==> config.mk <==
export PLATFORM = sky130hd
export DESIGN_NAME = fft_load_ctrl_flat
export DESIGN_NICKNAME = d
export VERILOG_FILES = /design/src/rtl/fft_pkg.sv /design/src/rtl/fft_load_ctrl_if.sv /design/src/rtl/fft_addr_gen.sv /design/src/rtl/fft_load_ctrl.sv /design/src/flat_wrapper.sv
export SDC_FILE = /design/constraint.sdc
export NUM_CORES = 1
export LEC_CHECK = 0
export ABC_AREA = 1
export CORE_MARGIN = 2
export CORE_UTILIZATION = 53
export DETAILED_ROUTE_END_ITERATION = 12
export PLACE_DENSITY = 0.86
export SETUP_SLACK_MARGIN = 0.15
export SKIP_LAST_GASP = 1
export SYNTH_ARGS = -nofsm -noshare
export SYNTH_HDL_FRONTEND = slang
export SYNTH_SLANG_ARGS = --single-unit
export TNS_END_PERCENT = 30
==> constraint.sdc <==
create_clock -name iCLK -period 3.46 [get_ports iCLK]
set_input_delay 0.519 -clock iCLK [delete_from_list [all_inputs] [get_ports iCLK]]
set_output_delay 0.519 -clock iCLK [all_outputs]
set_load 0.01 [all_outputs]
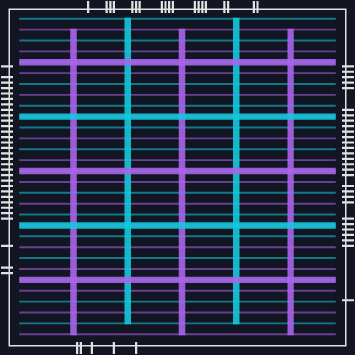
power_grid.png
(4 px per um) Pins as bars on the die edge.
legend:
  purple:
    net: VSS
  cyan:
    net: VDD
met4 straps: 5
met1 rails: 30
rows: 29
Core Box Area: 6240 um2
Peak VDD IR: 0.000482 V
Die X: 83.8 um

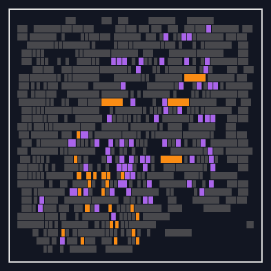
logic_types.png
(3 px per um)
legend:
  orange:
    family: NOR gates
    cells: 27
  purple:
    family: inverting AOI/OAI gates
    cells: 69
dominant logic cell type in the layout: nand2_1
logic share of the area: 29.5%

==> results_dict.tcl <==
# place-and-route summary
set metrics [dict create \
    status "finished, final reports clean" \
    cp.depth 5 \
    powerDensity_nw_per_um2 826 \
    edf_count 0 \
    wl_met1_mm 3.49 \
    arrival_ns 2.78 \
    grtUsageMet3_pct 5.34 \
    numCtsBuffers 9 \
    gp_congestion 0.881 \
    yosysUniqueCellTypes 23 \
    area_leaders "dfrtp_1, nand2_1, o21ai_0" \
    top_area_cell "dfrtp_1" \
    flop_area_um2 1900 \
    grt_max_degree 77 \
    syn2layout_area_growth_pct 32.3 \
    io_pins 84 \
    final_layout_top_logic_cells "nand2_1, clkdlybuf4s50_1, dfrtp_1" \
    dr.max_layer_used "met4" \
    avgSynthCellArea_um2 8.41 \
    layout.cells.non_filler 564 \
    use_met1_pct 32.5 \
    fin_crit_ns 2.49 \
    slowest_delay_ns 0.92 \
    ys_area_um2 3370 \
    buf_share_pct 18.7 \
    grt_pass1_vias 2785 \
    drc 0 \
    drtIter0Drc 233 \
    clockPowerShare_pct 21.3 \
    htreeDepth 3 \
    place_ws_ns 0.983 \
    synthTopCellsByCount "nand2_1, dfrtp_1, o21ai_0" \
    p_int_mw 2.27 \
    worstSetupEndpointType "flip-flop" \
    dr_wl_met2_mm 3.62 \
    synth_flops 76 \
    finalSetupViolCount 0 \
    path_common_cell "nand2_1" \
    aoi_share_pct 10.5 \
    p_clk_mw 0.786 \
    fin_hold_ws_ns 0.303 \
    fp_nets 429 \
    fin_ws_ns 0.974 \
    top_logic_kind "simple AND/OR/NAND/NOR gates" \
    final-clk-cell-share_pct 5.16 \
    p_seq_share_pct 37.9 \
    rows 29 \
    inverters 22 \
    logic_gate_count 289 \
    rr_worst_depth 5 \
    cp_cell_sequence "o21ai_2 > inv_2 > nor2_8 > nand2_1 > nand2_1" \
    numPlacedInstances 548 \
    adder_share_pct 1.85 \
    power_leader "combinational cells" \
    synth.most_common_cell "nand2_1" \
    largest_register_ffs 36 \
    hold_viol_final 0 \
    die_area_um2 7020 \
    warning_count 29 \
    ys.flop_type "dfrtp_1" \
    ys_async_sr_fraction_pct 100 \
    hp-class "in -> async" \
    required_ns 3.75 \
    ant_nets 0 \
    clkbuf_count 9 \
    finalSetupTns_ns 0 \
    ys_cells 401 \
    xor_area_share_pct 0 \
    syn-instance-count 401 \
    seq_area_share_pct 42.6 \
    antenna_found_initial 0 \
    slowest_stage "o21ai_2" \
    worstSkewPairLatency_ns 0.36 \
    max_slew_margin_pct 29.5 \
    top_usage_layer "met2" \
    finClkSkew_ns 0.0151 \
    first_pass_iters 4 \
    drv_cap 0 \
    power_mw 3.69 \
    cts_resized 0 \
    cp_max_fo 23 \
    yosys_warnings 0 \
    cts_buffer_depth 2 \
    syn_area_um2 3370 \
    ff_count 76 \
    cts_hold_buf 0 \
    cpLargestDelayFamily "AND-OR/OR-AND gates" \
    timing.final.crit_share_pct 71.9 \
    pg_seq_mw 1.40 \
    nonClockBufferCount 84 \
    synth_seq_share_pct 56.4 \
    swShare_pct 38.4 \
]
